File: src/rtl/traffic_light_ctrl_if.sv
`default_nettype none
// ============================================================================
// Module      : traffic_light_ctrl_if
// Description : Bundles the car-detect input and the light-head outputs of
//               the highway/farm-road traffic light controller.
//               master : environment side (drives C_sync, observes lights)
//               slave  : controller side  (samples C_sync, drives lights)
//   C_sync  1 bit  synchronized farm-road car present (1 = car waiting)
//   HL      2 bit  highway light: 00 green, 01 yellow, 10 red
//   FL      2 bit  farm light, same encoding as HL
//   state_o 2 bit  current controller state (HG=0, HY=1, FG=2, FY=3)
// Revision    : 1.0 - initial release
// ============================================================================
interface traffic_light_ctrl_if;
    logic       C_sync;
    logic [1:0] HL;
    logic [1:0] FL;
    logic [1:0] state_o;

    modport master (
        output C_sync,
        input  HL,
        input  FL,
        input  state_o
    );

    modport slave (
        input  C_sync,
        output HL,
        output FL,
        output state_o
    );
endinterface
`default_nettype wire

File: src/rtl/traffic_light_ctrl.sv
`default_nettype none
// ============================================================================
// Module      : traffic_light_ctrl
// Description : Highway/farm-road traffic light controller. Moore FSM with
//               four states (HG, HY, FG, FY) and an 8-bit saturating dwell
//               timer. The highway has priority; the farm road is served
//               only while a car is waiting.
// Ports       :
//   clk      in   system clock, rising-edge active
//   reset_n  in   asynchronous active-low reset
//   bus      slave modport of traffic_light_ctrl_if
//            (C_sync in, HL/FL/state_o out)
// Parameters  :
//   LONG_CYCLES  minimum green dwell in cycles (2..255)
//   SHORT_CYCLES exact yellow dwell in cycles (1..255, < LONG_CYCLES)
// Revision    : 1.0 - initial release
// ============================================================================
module traffic_light_ctrl #(
    parameter int LONG_CYCLES  = 8,
    parameter int SHORT_CYCLES = 3
) (
    input  wire logic             clk,
    input  wire logic             reset_n,
    traffic_light_ctrl_if.slave   bus
);

    typedef enum logic [1:0] {
        HG = 2'd0,
        HY = 2'd1,
        FG = 2'd2,
        FY = 2'd3
    } state_t;

    localparam logic [1:0] c_GREEN  = 2'b00;
    localparam logic [1:0] c_YELLOW = 2'b01;
    localparam logic [1:0] c_RED    = 2'b10;

    // The timer reads 0 in the first cycle of a state, so a dwell of N
    // cycles is complete once the timer has reached N-1.
    localparam logic [7:0] c_TL_LIMIT = 8'(LONG_CYCLES - 1);
    localparam logic [7:0] c_TS_LIMIT = 8'(SHORT_CYCLES - 1);

    state_t     state_q, state_d;
    logic [7:0] timer_q, timer_d;
    logic [1:0] hl_q, fl_q;
    logic       w_tl, w_ts;

    assign w_tl = (timer_q >= c_TL_LIMIT);
    assign w_ts = (timer_q >= c_TS_LIMIT);

    always_comb begin
        state_d = state_q;
        case (state_q)
            HG:      if (bus.C_sync && w_tl)  state_d = HY;
            HY:      if (w_ts)                state_d = FG;
            FG:      if (!bus.C_sync || w_tl) state_d = FY;
            FY:      if (w_ts)                state_d = HG;
            default:                          state_d = HG;
        endcase

        // Restart the dwell count on every state change; otherwise count up
        // and hold at 255 so a long idle HG never wraps back below TL.
        if (state_d != state_q) begin
            timer_d = '0;
        end else if (timer_q != 8'hFF) begin
            timer_d = timer_q + 8'd1;
        end else begin
            timer_d = timer_q;
        end
    end

    // Light outputs are registered from the next state so they change on the
    // same edge as the state register and carry no path from C_sync.
    always_ff @(posedge clk or negedge reset_n) begin
        if (!reset_n) begin
            state_q <= HG;
            timer_q <= '0;
            hl_q    <= c_GREEN;
            fl_q    <= c_RED;
        end else begin
            state_q <= state_d;
            timer_q <= timer_d;
            case (state_d)
                HG: begin
                    hl_q <= c_GREEN;
                    fl_q <= c_RED;
                end
                HY: begin
                    hl_q <= c_YELLOW;
                    fl_q <= c_RED;
                end
                FG: begin
                    hl_q <= c_RED;
                    fl_q <= c_GREEN;
                end
                FY: begin
                    hl_q <= c_RED;
                    fl_q <= c_YELLOW;
                end
                default: begin
                    hl_q <= c_GREEN;
                    fl_q <= c_RED;
                end
            endcase
        end
    end

    assign bus.HL      = hl_q;
    assign bus.FL      = fl_q;
    assign bus.state_o = state_q;

endmodule
`default_nettype wire

File: src/flat_wrapper.sv
// flat-port wrapper written by rule: the top's interface ports become plain ports
module traffic_light_ctrl_flat 
#(
    parameter int LONG_CYCLES  = 8,
    parameter int SHORT_CYCLES = 3
)
  (clk, reset_n, bus_C_sync, bus_HL, bus_FL, bus_state_o);
  traffic_light_ctrl_if bus_i ();
  input  wire logic clk;
  input  wire logic reset_n;
  input wire logic [$bits(bus_i.C_sync)-1:0] bus_C_sync;
  output wire logic [$bits(bus_i.HL)-1:0] bus_HL;
  output wire logic [$bits(bus_i.FL)-1:0] bus_FL;
  output wire logic [$bits(bus_i.state_o)-1:0] bus_state_o;
  assign bus_i.C_sync = bus_C_sync;
  assign bus_HL = bus_i.HL;
  assign bus_FL = bus_i.FL;
  assign bus_state_o = bus_i.state_o;
  traffic_light_ctrl #(.LONG_CYCLES(LONG_CYCLES), .SHORT_CYCLES(SHORT_CYCLES)) u_core (.clk(clk), .reset_n(reset_n), .bus(bus_i));
endmodule
File: config.mk
export PLATFORM = sky130hd
export DESIGN_NAME = traffic_light_ctrl_flat
export DESIGN_NICKNAME = d
export VERILOG_FILES = /design/src/rtl/traffic_light_ctrl_if.sv /design/src/rtl/traffic_light_ctrl.sv /design/src/flat_wrapper.sv
export SDC_FILE = /design/constraint.sdc
export NUM_CORES = 1
export LEC_CHECK = 0
export CAP_MARGIN = 40
export CORE_MARGIN = 3
export CORE_UTILIZATION = 40
export CTS_CLUSTER_DIAMETER = 60
export DETAILED_ROUTE_END_ITERATION = 16
export HOLD_SLACK_MARGIN = 0.02
export PLACE_DENSITY = 0.61
export SLEW_MARGIN = 30
export SYNTH_ARGS = -nofsm -noshare
export SYNTH_HDL_FRONTEND = slang
export SYNTH_SLANG_ARGS = --single-unit
File: constraint.sdc
create_clock -name clk -period 2.8 [get_ports clk]
set_input_delay 0.56 -clock clk [delete_from_list [all_inputs] [get_ports clk]]
set_output_delay 0.56 -clock clk [all_outputs]
set_load 0.03 [all_outputs]
pdn.png
Bar = 10 um. Pins as bars on the die edge.
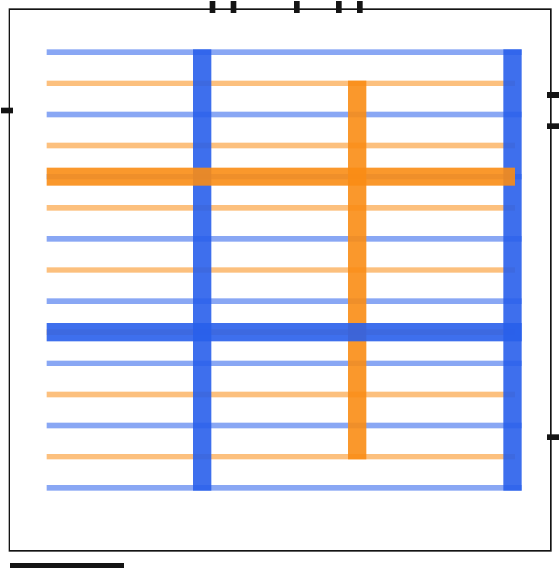
- VSS: blue
- VDD: orange
- met4 straps: 3
- met1 rails: 15
- rows: 14
- met5 straps: 2

cell_classes.png
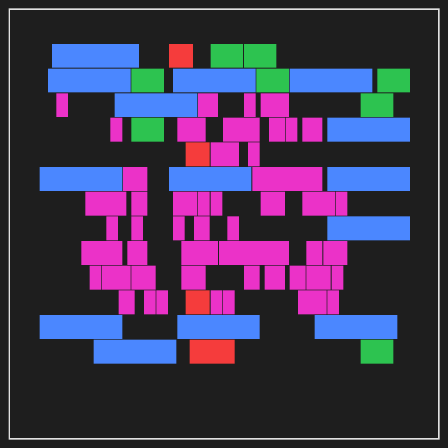
- all other logic: magenta (cells 49)
- flip-flops: blue (cells 14)
- other buffers and delay cells: green (cells 8)
- clock drivers and dummy loads: red (cells 4)

==> results.json <==
{
  "cts.sink_count": 14,
  "layout.cell_area.non_filler_um2": 816,
  "critical_path.top_delay_family": "buffers and inverters",
  "netlist.area_leader.share_pct": 47.9,
  "most_common_cell_in_the_netlist": "dfrtp_1",
  "die_width_um": 47.2,
  "skew_ns": 0.00509,
  "timing_worst_setup_path_type": "register to primary output",
  "route.detailed.vias_per_inst": 5.31,
  "synth.yosys.seq_area_share_pct": 51.7,
  "proportion_of_total_power_due_to_net_switching_pct": 39.9,
  "min-delay-path-class": "register to register",
  "core_um2": 1560,
  "status": "finished, final reports clean",
  "placement.cell_area_um2": 779,
  "stage_log_warnings": 27,
  "crit_fanout": 1,
  "crit_path_cell_trace": "clkdlybuf4s50_1",
  "cts_inserted_buffers": 3,
  "post-dp-hpwl_um": 845,
  "fin_hold_ws_ns": 0.551,
  "grt_util_all_layers_pct": 12.2
}
clock_map.png
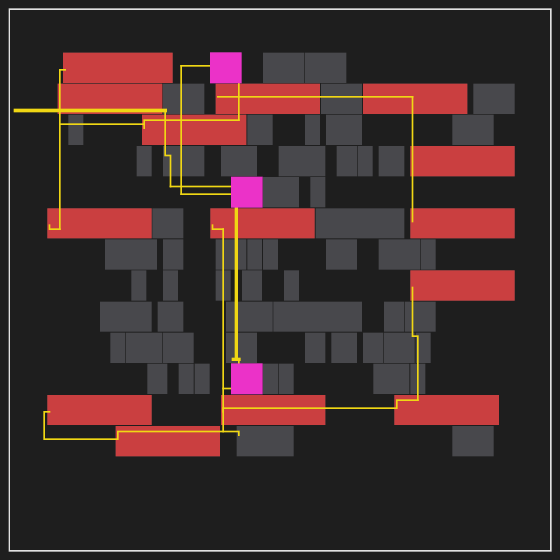
- cells driving clock nets: magenta (count 3)
- flip-flops: red (count 14)
- clock wires: yellow (length 197 um)
- routed clock nets: 4

metal_stack.png
Bar = 10 um.
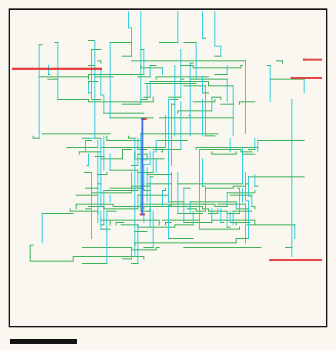
- met3: red (wire length 28.1 um)
- met1: green (wire length 602 um)
- met4: blue (wire length 14.3 um)
- met2: cyan (wire length 504 um)

[through the flow]
stage                     power (uW)  worst slack, ns
after floorplan                  584             1.37
final                            856            0.767
after global routing             921            0.739
after detailed placement         716            0.978
after CTS                        866            0.755
after global placement           710            0.992
[logic make-up (layout without fill, tap and decap cells)]
family                     Yosys count  after routing  synth area share (%)
buffers and inverters                7             19                  3.87
xor gates and xnor gates             2              2                  2.58
adders and majority gates            2              2                  3.68
and+or+nand+nor                     26             26                  24.1
AOI/OAI and AO/OA                   12             12                  14.0
DFF                                 14             14                  51.7
[state kept, by name, indices dropped and copies added, names as in the netlist]
name and count:
u_core.bus.HL 2, u_core.timer_q 8, u_core.bus.state_o 2, u_core.bus.FL 2
[power by group through the flow]
stage	combinational, uW	clock [uW]	sequential [uW]
final	383	147	326
after global routing	423	160	338
after CTS	386	153	327
after detailed placement	385	0	331
after global placement	380	0	330
after floorplan	173	0	411
[routing by layer]
metal	up-vias	wire [um]	GRT usage, %
met3	2	28	2.30
met4	0	14	6.63
met1	228	602	17.8
li1	247	-	-
met5	-	0	0
met2	6	503	16.8
[cell type report]
class	count	area, um^2
Tap cell	16	20.0
Multi-Input combinational cell	42	302
Clock buffer	4	36.3
Fill cell	143	743
Sequential cell	14	352
Timing Repair Buffer	8	80.1
Inverter	7	26.3
[worst min path at each step]
stage	end	slack [ns]	startpoint
final	u_core.bus.FL[1]$_DFF_PN1_	0.55	u_core.bus.state_o[1]$_DFF_PN0_
after global routing	u_core.bus.FL[1]$_DFF_PN1_	0.62	u_core.bus.state_o[1]$_DFF_PN0_
after CTS	u_core.bus.FL[1]$_DFF_PN1_	0.56	u_core.bus.state_o[1]$_DFF_PN0_
after detailed placement	u_core.bus.FL[1]$_DFF_PN1_	0.54	u_core.bus.state_o[1]$_DFF_PN0_
after global placement	u_core.bus.FL[1]$_DFF_PN1_	0.54	u_core.bus.state_o[1]$_DFF_PN0_
after floorplan	u_core.bus.FL[0]$_DFF_PN0_	0.26	reset_n
[cell usage in the layout (no fill, tap or decap), drive strengths merged, types with 2 or more instances in the layout]
cell,Yosys,routed
nor3,4,4
a31oi,2,2
nor2,8,8
clkbuf,0,4
clkdlybuf4s50,0,8
ha,2,2
a21oi,2,2
a211oi,5,5
inv,7,7
and4,2,2
dfrtp,13,13
and3,3,3
nand2,4,4
Power and IR drop assume default switching activity.
